<file path="src/rtl/fifo_controller.sv">
`default_nettype none
// ============================================================================
//  Module      : fifo_controller
//  Description : Pointer, occupancy and flag sequencing for a 16 x 15-bit
//                FIFO wrapped around an external registered-read memory_unit.
//  Revision    : 1.0  initial release
// ============================================================================
module fifo_controller #(
  parameter int DATA_WIDTH = 15,
  parameter int ADDR_WIDTH = 4,
  parameter int AF_LEVEL   = 14,
  parameter int AE_LEVEL   = 2
) (
  input  logic                  clock,
  input  logic                  reset,
  input  logic                  push,
  input  logic [DATA_WIDTH-1:0] push_data,
  input  logic                  pop,
  output logic [DATA_WIDTH-1:0] pop_data,
  output logic                  pop_valid,
  output logic                  full,
  output logic                  empty,
  output logic                  almost_full,
  output logic                  almost_empty,
  output logic [ADDR_WIDTH:0]   count,
  output logic                  overflow,
  output logic                  underflow,
  output logic [DATA_WIDTH-1:0] mem_data_in,
  output logic [ADDR_WIDTH-1:0] mem_wr_address,
  output logic [ADDR_WIDTH-1:0] mem_rd_address,
  output logic                  mem_wen,
  output logic                  mem_ren,
  input  logic [DATA_WIDTH-1:0] mem_data_out
);

  localparam int                  DEPTH    = 2 ** ADDR_WIDTH;
  localparam logic [ADDR_WIDTH:0] C_DEPTH  = (ADDR_WIDTH+1)'(DEPTH);
  localparam logic [ADDR_WIDTH:0] C_AF_LVL = (ADDR_WIDTH+1)'(AF_LEVEL);
  localparam logic [ADDR_WIDTH:0] C_AE_LVL = (ADDR_WIDTH+1)'(AE_LEVEL);

  logic [ADDR_WIDTH-1:0] wr_ptr_q, wr_ptr_d;
  logic [ADDR_WIDTH-1:0] rd_ptr_q, rd_ptr_d;
  logic [ADDR_WIDTH:0]   count_q, count_d;
  logic                  pop_valid_q, pop_valid_d;
  logic                  overflow_q, overflow_d;
  logic                  underflow_q, underflow_d;

  logic w_full;
  logic w_empty;
  logic w_do_push;
  logic w_do_pop;

  // Flags decode the registered count only, so they lag an accepted op by one cycle.
  assign w_full  = (count_q == C_DEPTH);
  assign w_empty = (count_q == '0);

  // A push into a full FIFO is allowed only when a pop frees a slot in the same cycle.
  assign w_do_pop  = pop & ~w_empty;
  assign w_do_push = push & (~w_full | w_do_pop);

  assign mem_wen        = w_do_push;
  assign mem_wr_address = wr_ptr_q;
  assign mem_data_in    = push_data;
  assign mem_ren        = w_do_pop;
  assign mem_rd_address = rd_ptr_q;

  assign pop_data     = mem_data_out;
  assign pop_valid    = pop_valid_q;
  assign count        = count_q;
  assign full         = w_full;
  assign empty        = w_empty;
  assign almost_full  = (count_q >= C_AF_LVL);
  assign almost_empty = (count_q <= C_AE_LVL);
  assign overflow     = overflow_q;
  assign underflow    = underflow_q;

  always_comb begin
    wr_ptr_d    = wr_ptr_q + ADDR_WIDTH'(w_do_push);
    rd_ptr_d    = rd_ptr_q + ADDR_WIDTH'(w_do_pop);
    count_d     = count_q + (ADDR_WIDTH+1)'(w_do_push) - (ADDR_WIDTH+1)'(w_do_pop);
    pop_valid_d = w_do_pop;
    overflow_d  = overflow_q  | (push & ~w_do_push);
    underflow_d = underflow_q | (pop  & ~w_do_pop);
  end

  always_ff @(posedge clock) begin
    if (reset) begin
      wr_ptr_q    <= '0;
      rd_ptr_q    <= '0;
      count_q     <= '0;
      pop_valid_q <= 1'b0;
      overflow_q  <= 1'b0;
      underflow_q <= 1'b0;
    end else begin
      wr_ptr_q    <= wr_ptr_d;
      rd_ptr_q    <= rd_ptr_d;
      count_q     <= count_d;
      pop_valid_q <= pop_valid_d;
      overflow_q  <= overflow_d;
      underflow_q <= underflow_d;
    end
  end

endmodule
`default_nettype wire

</file>
<file path="config.mk">
export PLATFORM = sky130hd
export DESIGN_NAME = fifo_controller
export DESIGN_NICKNAME = d
export VERILOG_FILES = /design/src/rtl/fifo_controller.sv
export SDC_FILE = /design/constraint.sdc
export NUM_CORES = 1
export LEC_CHECK = 0
export CAP_MARGIN = 15
export CORE_ASPECT_RATIO = 0.8
export CORE_MARGIN = 1.5
export CORE_UTILIZATION = 35
export DETAILED_ROUTE_END_ITERATION = 8
export GPL_TIMING_DRIVEN = 0
export PLACE_DENSITY = 0.85
export SLEW_MARGIN = 20
export SYNTH_ARGS = -nofsm -noshare
export SYNTH_HDL_FRONTEND = slang
export SYNTH_SLANG_ARGS = --single-unit
</file>
<file path="constraint.sdc">
create_clock -name clock -period 4.95 [get_ports clock]
set_clock_uncertainty 0.1 [all_clocks]
set_input_delay 0.99 -clock clock [delete_from_list [all_inputs] [get_ports clock]]
set_output_delay 0.99 -clock clock [all_outputs]
set_load 0.1 [all_outputs]
</file>
Figure 1. Local utilization (run 1).
Drawn at 6 px/um. The die is cut into 6 by 5 equal tiles; dark blue is low, red is high, 0 to 100% covered.
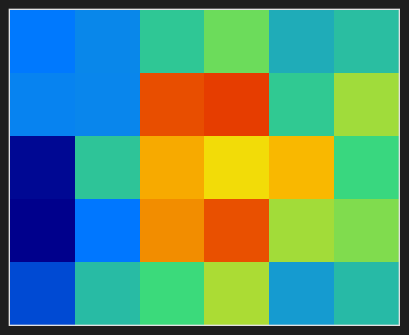
- mean over tiles: 49%
- fullest tile: 93%
- densest ninth of the die: middle
- nearly empty tiles: 6.7%
- tiles over 75% full: 20%

Figure 2. I/O nets highlighted (run 1).
Drawn at 6 px/um.
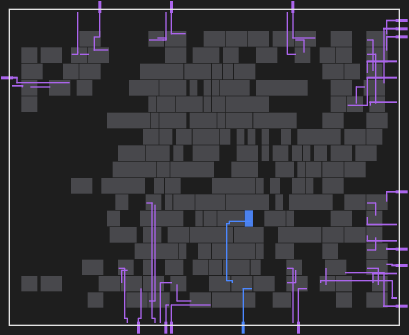
- blue: mem_ren (bits 1; direction output; edge bottom; end cells 1; buffers 1; wire 22.0 um)
- purple: pop_data (bits 15; direction output; edge 7 right, 4 bottom, 3 top, 1 left; end cells 0; buffers 30; wire 303 um)
I/O Buffers: 55
num ports: 86

Figure 3. Placement view (run 1).
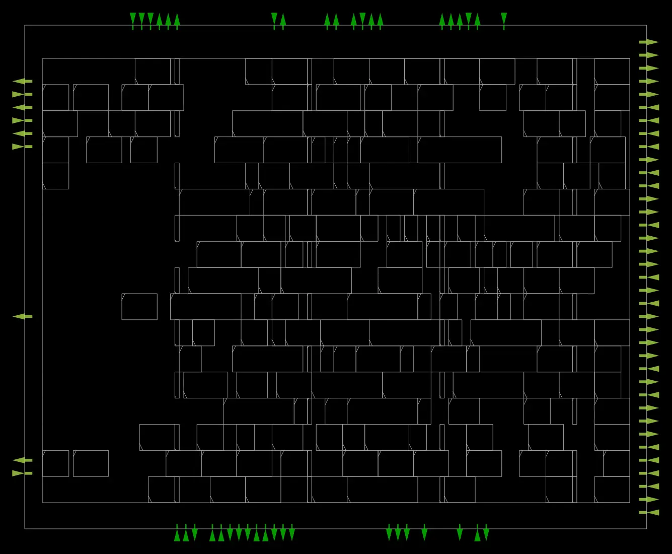
row cnt: 17
Layout Utilization: 60.9%
flop share of the area: 18.6%
Fillers: 238

Figure 4. M1 wires (run 1).
Drawn at 10 px/um. Supply wires on this layer in grey.
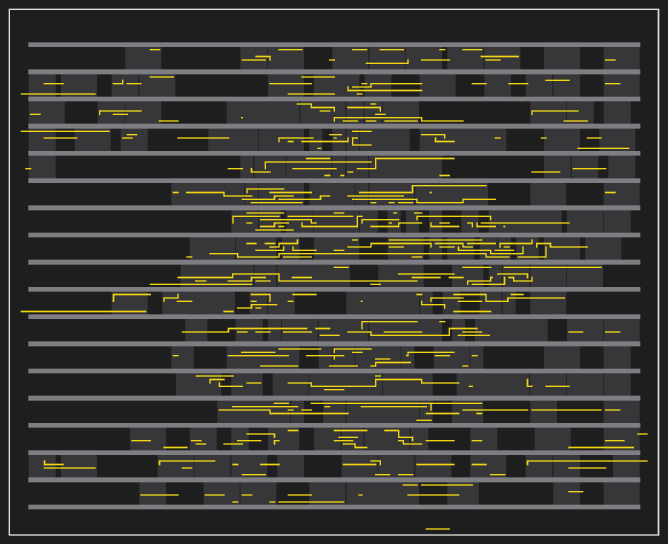
- longest straight run: 20.7 um
- wire length on this layer: 905 um
- nets with wire on the layer: 179

==> results_dict.tcl, run 1 <==
# implementation run metrics
set metrics [dict create \
    max_clock_freq_ghz 0.244 \
    clk_latency_ns 0.25 \
    antenna_found_initial 0 \
    top_area_cell "dfxtp_1" \
    min_period_ns 4.09 \
    p_leak_uw 0.000773 \
    min_path_type "flop to flop" \
    diodes 0 \
    die_w_um 64.8 \
    period_used_pct 82.7 \
    p_sw_share_pct 60.6 \
    clk_pin_slew_ns 0.06 \
    drc 0 \
    grt_pass1_wl_um 3660 \
    edf_count 0 \
    dp_cells 210 \
    xor_area_share_pct 4.10 \
    clkPwrFrac_pct 9.5 \
    synthFlopType "dfxtp_1" \
    final_area_um2 1720 \
    yosys.area_share.adder_pct 18.3 \
    gp_congestion 0.852 \
    dp_hpwl_um 2040 \
    total_power_uw 1210 \
    grt_pass1_vias 864 \
    hold_viol 0 \
    slew_viol_final 0 \
    cp_slowest_stage_delay_ns 1.19 \
    vias_per_cell 4.37 \
    crit_family "buffers and inverters" \
    synth_cell_types 26 \
    stage_log_warnings 31 \
    ir_worst_vdd_mv 0.240 \
    grt-ovfl-total 0 \
    worstSetupPathType "input pin to output pin" \
    timing.critical_path.mode_cell "clkdlybuf4s50_1" \
    end_kind "output pin" \
    hp-start "overflow" \
    synthArstFlopShare_pct 0 \
    finalSetupTns_ns 0 \
    nets 226 \
    die_area_um2 3400 \
    clk-power_uw 116 \
    hold_path_depth 2 \
    comb_power_share_pct 73.6 \
    hold_path_end "overflow" \
    first_iter_violations 16 \
    topCombFamilyByArea "buffers and inverters" \
    slowest_stage "clkdlybuf4s50_1" \
    final-setup-viol-count 0 \
    grt_usage_pct 14.6 \
    cp-start-kind "input pin" \
    worst_slack_ns 0.858 \
    status "complete, no violations" \
    worst-path-max-fanout 4 \
    reg2reg_to "count[4]" \
    vias 936 \
    cts_hold_buffers 0 \
    worstPathRequired_ns 3.86 \
    routed_wl_um 2470 \
    core-area_um2 2830 \
    ys_sh_aoi_pct 7.26 \
    whs_ns 0.364 \
    arrival_ns 3.00 \
    drt_pre_antenna_iters 4 \
    fp_util_pct 37.8 \
    mux_area_share_pct 1.05 \
    yosys-stat-cells 117 \
    post_drt_wl_per_cell_um 11.6 \
    r2r_setup_slack_ns 2.15 \
    ys_seq_share_pct 30.0 \
    power_switching_uw 735 \
    synthTopCellsByArea "dfxtp_1 30%, buf_4 21%, ha_1 16%" \
    preCtsSetupSlack_ns 0.862 \
    cap_violations 0 \
    ant_nets 0 \
    top_cell_area_share_pct 30.0 \
    rr_worst_depth 11 \
    critPathCapture "mem_wen" \
    r2r_start "count[2]" \
]
-- run 1: final cells by class --
type / instances / area, um^2 / area share, %
Buffer: 31 / 229 / 13.3
Clock buffer: 4 / 55.1 / 3.20
Inverter: 9 / 33.8 / 1.96
Multi-Input combinational cell: 61 / 485 / 28.2
Sequential cell: 16 / 320 / 18.6
Tap cell: 38 / 47.5 / 2.76
Timing Repair Buffer: 55 / 551 / 32.0
-- run 1: routing by layer --
layer  global-route usage [%]  wire, um
met2                     28.5      1270
met4                     8.51        51
met3                     3.66       248
met1                     13.9       904
met5                        0         0
-- run 1: registers in the layout, indices dropped and copies added (netlist names) --
| register | count |
|---|---|
| count | 5 |
| mem_rd_address | 4 |
| mem_wr_address | 4 |
| overflow | 1 |
| pop_valid | 1 |
| underflow | 1 |
## Run 2: what changed since run 1
--- a/config.mk
+++ b/config.mk
@@ -8,10 +8,10 @@
 export CAP_MARGIN = 15
 export CORE_ASPECT_RATIO = 0.8
 export CORE_MARGIN = 1.5
-export CORE_UTILIZATION = 35
+export CORE_UTILIZATION = 33
 export DETAILED_ROUTE_END_ITERATION = 8
 export GPL_TIMING_DRIVEN = 0
-export PLACE_DENSITY = 0.85
+export PLACE_DENSITY = 0.81
 export SLEW_MARGIN = 20
 export SYNTH_ARGS = -nofsm -noshare
 export SYNTH_HDL_FRONTEND = slang
==> constraint.sdc (replaced) <==
create_clock -name clock -period 3.9 [get_ports clock]
set_clock_uncertainty 0.1 [all_clocks]
set_input_delay 0.78 -clock clock [delete_from_list [all_inputs] [get_ports clock]]
set_output_delay 0.78 -clock clock [all_outputs]
set_load 0.1 [all_outputs]
==> run 2 against run 1 <==
Net effect: synthesized area did not move; utilization fell by 5.2 points; clock power barely moved; non-clock buffer count did not move; cell count rose by 0.47%; first-iteration DRC count fell by 56%; combinational power rose by 28%; hold slack improved by 0.031 ns; synthesized cell count did not move; power rose by 25%; critical path type unchanged; largest power group unchanged; highest routed layer unchanged.
==> results_dict.tcl, run 2 <==
# implementation run metrics
set metrics [dict create \
    synthArstFlopShare_pct 0 \
    timing.critical_path.mode_cell "clkdlybuf4s50_1" \
    grt_pass1_vias 909 \
    drt_pre_antenna_iters 4 \
    drc 0 \
    cp.depth 4 \
    dp_cells 212 \
    hold_viol 0 \
    slowest_stage "clkdlybuf4s50_1" \
    min_period_ns 3.58 \
    route.met3.wl_um 148 \
    top_area_cell "dfxtp_1" \
    yosys-stat-cells 117 \
    gp_congestion 0.814 \
    worstSetupPathType "input pin to output pin" \
    synthFlopType "dfxtp_1" \
    max_clock_freq_ghz 0.279 \
    synthTopCellsByArea "dfxtp_1 30%, buf_4 21%, ha_1 16%" \
    cts_hold_buffers 0 \
    worstPathRequired_ns 3.02 \
    period_used_pct 91.7 \
    inverters 9 \
    total_power_uw 1520 \
    buf_share_pct 45.4 \
    use_met3_pct 3.35 \
    seq_share_pct 18.8 \
    avgSynthCellArea_um2 9.13 \
    n_fill_cell 285 \
    rr_worst_depth 11 \
    grt_usage_pct 14.4 \
    antenna_found_initial 0 \
    area.sequential_um2 323 \
    ir_worst_vdd_mv 0.464 \
    grt_pass1_wl_um 3880 \
    min_path_type "flop to flop" \
    p_leak_uw 0.000768 \
    dp_hpwl_um 2130 \
    grt_max_degree 11 \
    clock_path_buffers 2 \
    m1WireLength_um 901 \
    hold_path_depth 2 \
    comb_area_um2 489 \
    whs_ns 0.396 \
    routed_wl_um 2510 \
    finalSetupTns_ns 0 \
    grt-ovfl-total 0 \
    clk_latency_ns 0.24 \
    clkCellAreaFrac_pct 2.41 \
    arrival_ns 2.70 \
    vias_per_cell 4.39 \
    vias 944 \
    top_cell_area_share_pct 30.0 \
    final-setup-viol-count 0 \
    logic_gates 61 \
    n_tap_cell 40 \
    synth_cell_types 26 \
    die_w_um 66.6 \
    die_area_um2 3590 \
    clk_pin_slew_ns 0.06 \
    cap_violations 0 \
    worst-path-max-fanout 4 \
    end_kind "output pin" \
    cp_slowest_stage_delay_ns 1.15 \
    diodes 0 \
    largest_reg_flops 5 \
    crit_family "buffers and inverters" \
    grtUsageMet2_pct 29.5 \
    clkbuf_count 3 \
    top_layer "met4" \
    post_drt_wl_per_cell_um 11.7 \
    cts-htree-levels 1 \
    io_buffer_count 55 \
    largest_class "non-clock buffers" \
    rsz0062_at_grt "false" \
    edf_count 0 \
    status "complete, no violations" \
    met1_usage_pct 14.6 \
    first_iter_violations 7 \
    stage_log_warnings 31 \
]
## run 2: logic make-up after synthesis
family | Yosys count | synth area share (%)
buffers and inverters | 40 | 24.6
AND/OR/NAND/NOR | 28 | 14.8
flip-flops | 16 | 30.0
adder cells (fa/ha/maj) | 15 | 18.3
AND-OR/OR-AND | 12 | 7.26
XOR/XNOR | 5 | 4.10
multiplexers | 1 | 1.05
## run 2: report_power, final
part | switching, uW | internal (uW) | leakage [uW]
clock | 49.2 | 68.3 | 0.0000216
combinational | 824 | 312 | 0.000614
sequential | 55.4 | 208 | 0.000132
total | 929 | 588 | 0.000768
## run 2: worst paths after layout
path                to       from  slack (ns)
max reg2reg   count[4]   count[2]        1.11
max            mem_wen        pop        0.32
min reg2reg  underflow  underflow        0.40
min          underflow  underflow        0.40
Figure 5. Drive-strength map (run 2).
Drawn at 6 px/um.
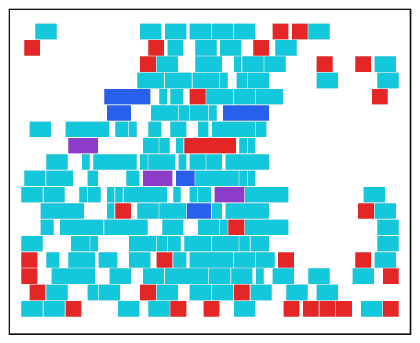
- blue: _2 cells (cells 5; share 2.9%)
- red: _3 and _4 cells (cells 31; share 18%)
- cyan: _0 and _1 cells (cells 136; share 78%)
- purple: _6 and larger (cells 3; share 1.7%)
worst setup margin: 0.322 ns
nonclk buf count: 86
Final Cell Area: 1720 um^2

Figure 6. Placement view (run 2).
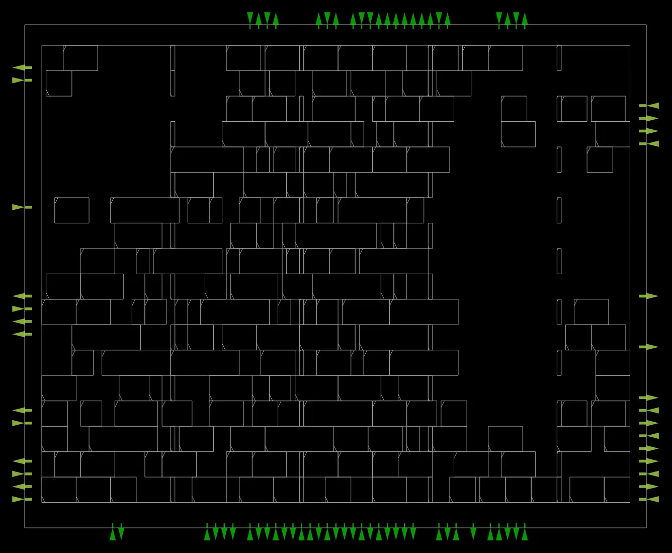
Non-Filler Instances: 215
row cnt: 18
Layout Utilization: 55.6%
Flops: 16

Figure 7. Local utilization (run 2).
Drawn at 6 px/um. The die is cut into 7 by 5 equal tiles; dark blue is low, red is high, 0 to 100% covered.
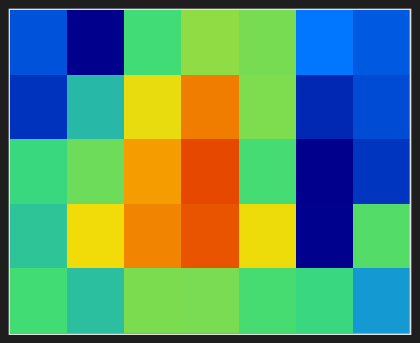
- nearly empty tiles: 8.6%
- tiles over 75% full: 14%
- mean over tiles: 46%
FP Core Util: 34.6%
Core ar.: 3090 um^2

## Run 3: what changed since run 2
--- a/config.mk
+++ b/config.mk
@@ -5,6 +5,7 @@
 export SDC_FILE = /design/constraint.sdc
 export NUM_CORES = 1
 export LEC_CHECK = 0
+export ABC_CLOCK_PERIOD_IN_PS = 3900
 export CAP_MARGIN = 15
 export CORE_ASPECT_RATIO = 0.8
 export CORE_MARGIN = 1.5
==> run 3 against run 2 <==
Net effect: via count unchanged; synthesized cell count unchanged; flip-flop count unchanged; power unchanged; critical endpoint unchanged; largest cell class unchanged.
==> results_dict.tcl, run 3 <==
# implementation run metrics
set metrics [dict create \
    status "complete, no violations" \
    area.sequential_um2 323 \
    die_area_um2 3590 \
    buf_share_pct 45.4 \
    power_switching_uw 929 \
    whs_ns 0.396 \
    synthTopCellsByArea "dfxtp_1 30%, buf_4 21%, ha_1 16%" \
    total_power_uw 1520 \
    clk_latency_ns 0.24 \
    cts_hold_buffers 0 \
    drc 0 \
    max_clock_freq_ghz 0.279 \
    grt_pass1_vias 909 \
    synth_cell_types 26 \
    top_cell_area_share_pct 30.0 \
    fin_cells 215 \
    dp_hpwl_um 2130 \
    seq_cells 16 \
    synthArstFlopShare_pct 0 \
    largest_class "non-clock buffers" \
    logic_gates 61 \
    buffers_excl_clock 86 \
    edf_count 0 \
    row_count 18 \
    p_seq_share_pct 17.3 \
    min_period_ns 3.58 \
    pg_seq_uw 263 \
    fp_util_pct 34.6 \
    drt_pre_antenna_iters 4 \
    worst_slack_ns 0.322 \
    comb_area_um2 489 \
    cts-htree-levels 1 \
    clkbuf_count 3 \
    comb_power_share_pct 74.9 \
    end_kind "output pin" \
    clock_path_buffers 2 \
    clk_pin_slew_ns 0.06 \
    dp_cells 212 \
    worstSetupPathType "input pin to output pin" \
    antenna_found_initial 0 \
]
==> run 3: worst paths after layout <==
path              startpoint  slack [ns]   endpoint  depth (start not counted)
setup / recovery         pop        0.32    mem_wen                          4
hold / removal     underflow        0.40  underflow                          2
setup reg to reg    count[2]        1.11   count[4]                         11
hold reg to reg    underflow        0.40  underflow                          2
==> run 3: cell families after synthesis <==
group	count (synthesis)	synth area share [%]
compound gates	12	7.26
fa+ha+maj	15	18.3
xor+xnor	5	4.10
simple gates	28	14.8
buf+inv	40	24.6
flops	16	30.0
mux	1	1.05
==> run 3: worst max-delay path, cell delays in order <==
cell and delay [ns]:
clkdlybuf4s50_1 0.50, inv_1 0.11, a21boi_2 0.16, clkdlybuf4s50_1 1.15
Figure 8. M1 wires (run 3).
Drawn at 8 px/um. Supply wires on this layer in grey.
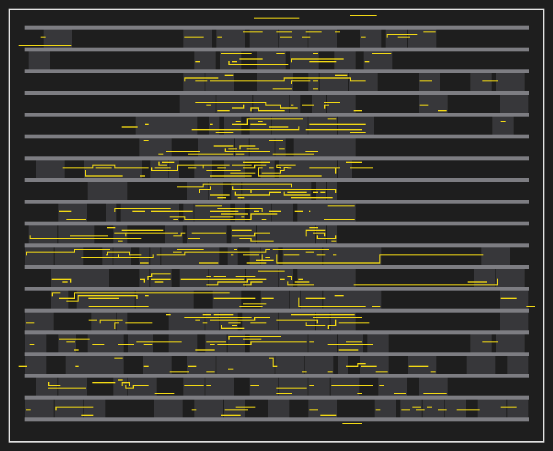
- share of all routed wire: 36%
- longest straight run: 19.3 um
- nets with wire on the layer: 186
- wire length on this layer: 901 um
met1 Track Usage GR: 14.6%
Routed WL: 2510 um
Vias: 944

Figure 9. Local utilization (run 3).
Drawn at 6 px/um. The die is cut into 7 by 5 equal tiles; dark blue is low, red is high, 0 to 100% covered.
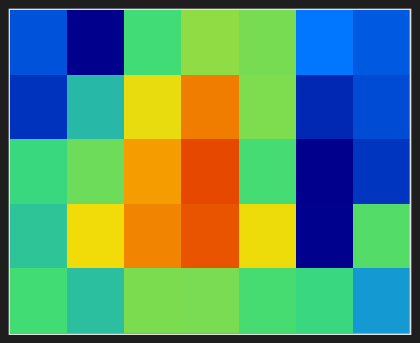
- fullest tile: 92%
- densest ninth of the die: middle
- mean over tiles: 46%
- emptiest ninth of the die: right middle
- nearly empty tiles: 8.6%

Figure 10. Drive-strength map (run 3).
Drawn at 6 px/um.
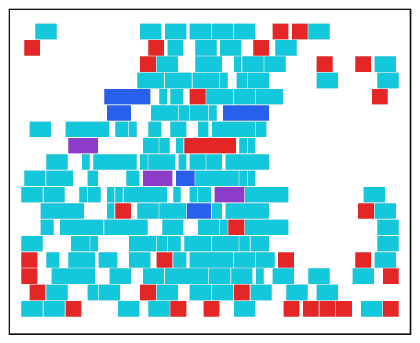
- red: _3 and _4 cells (cells 31; share 18%)
- cyan: _0 and _1 cells (cells 136; share 78%)
- blue: _2 cells (cells 5; share 2.9%)
- purple: _6 and larger (cells 3; share 1.7%)
area delta synth->final: 60.7%

Power figures rest on the tool's default switching activity, not on a simulated workload.
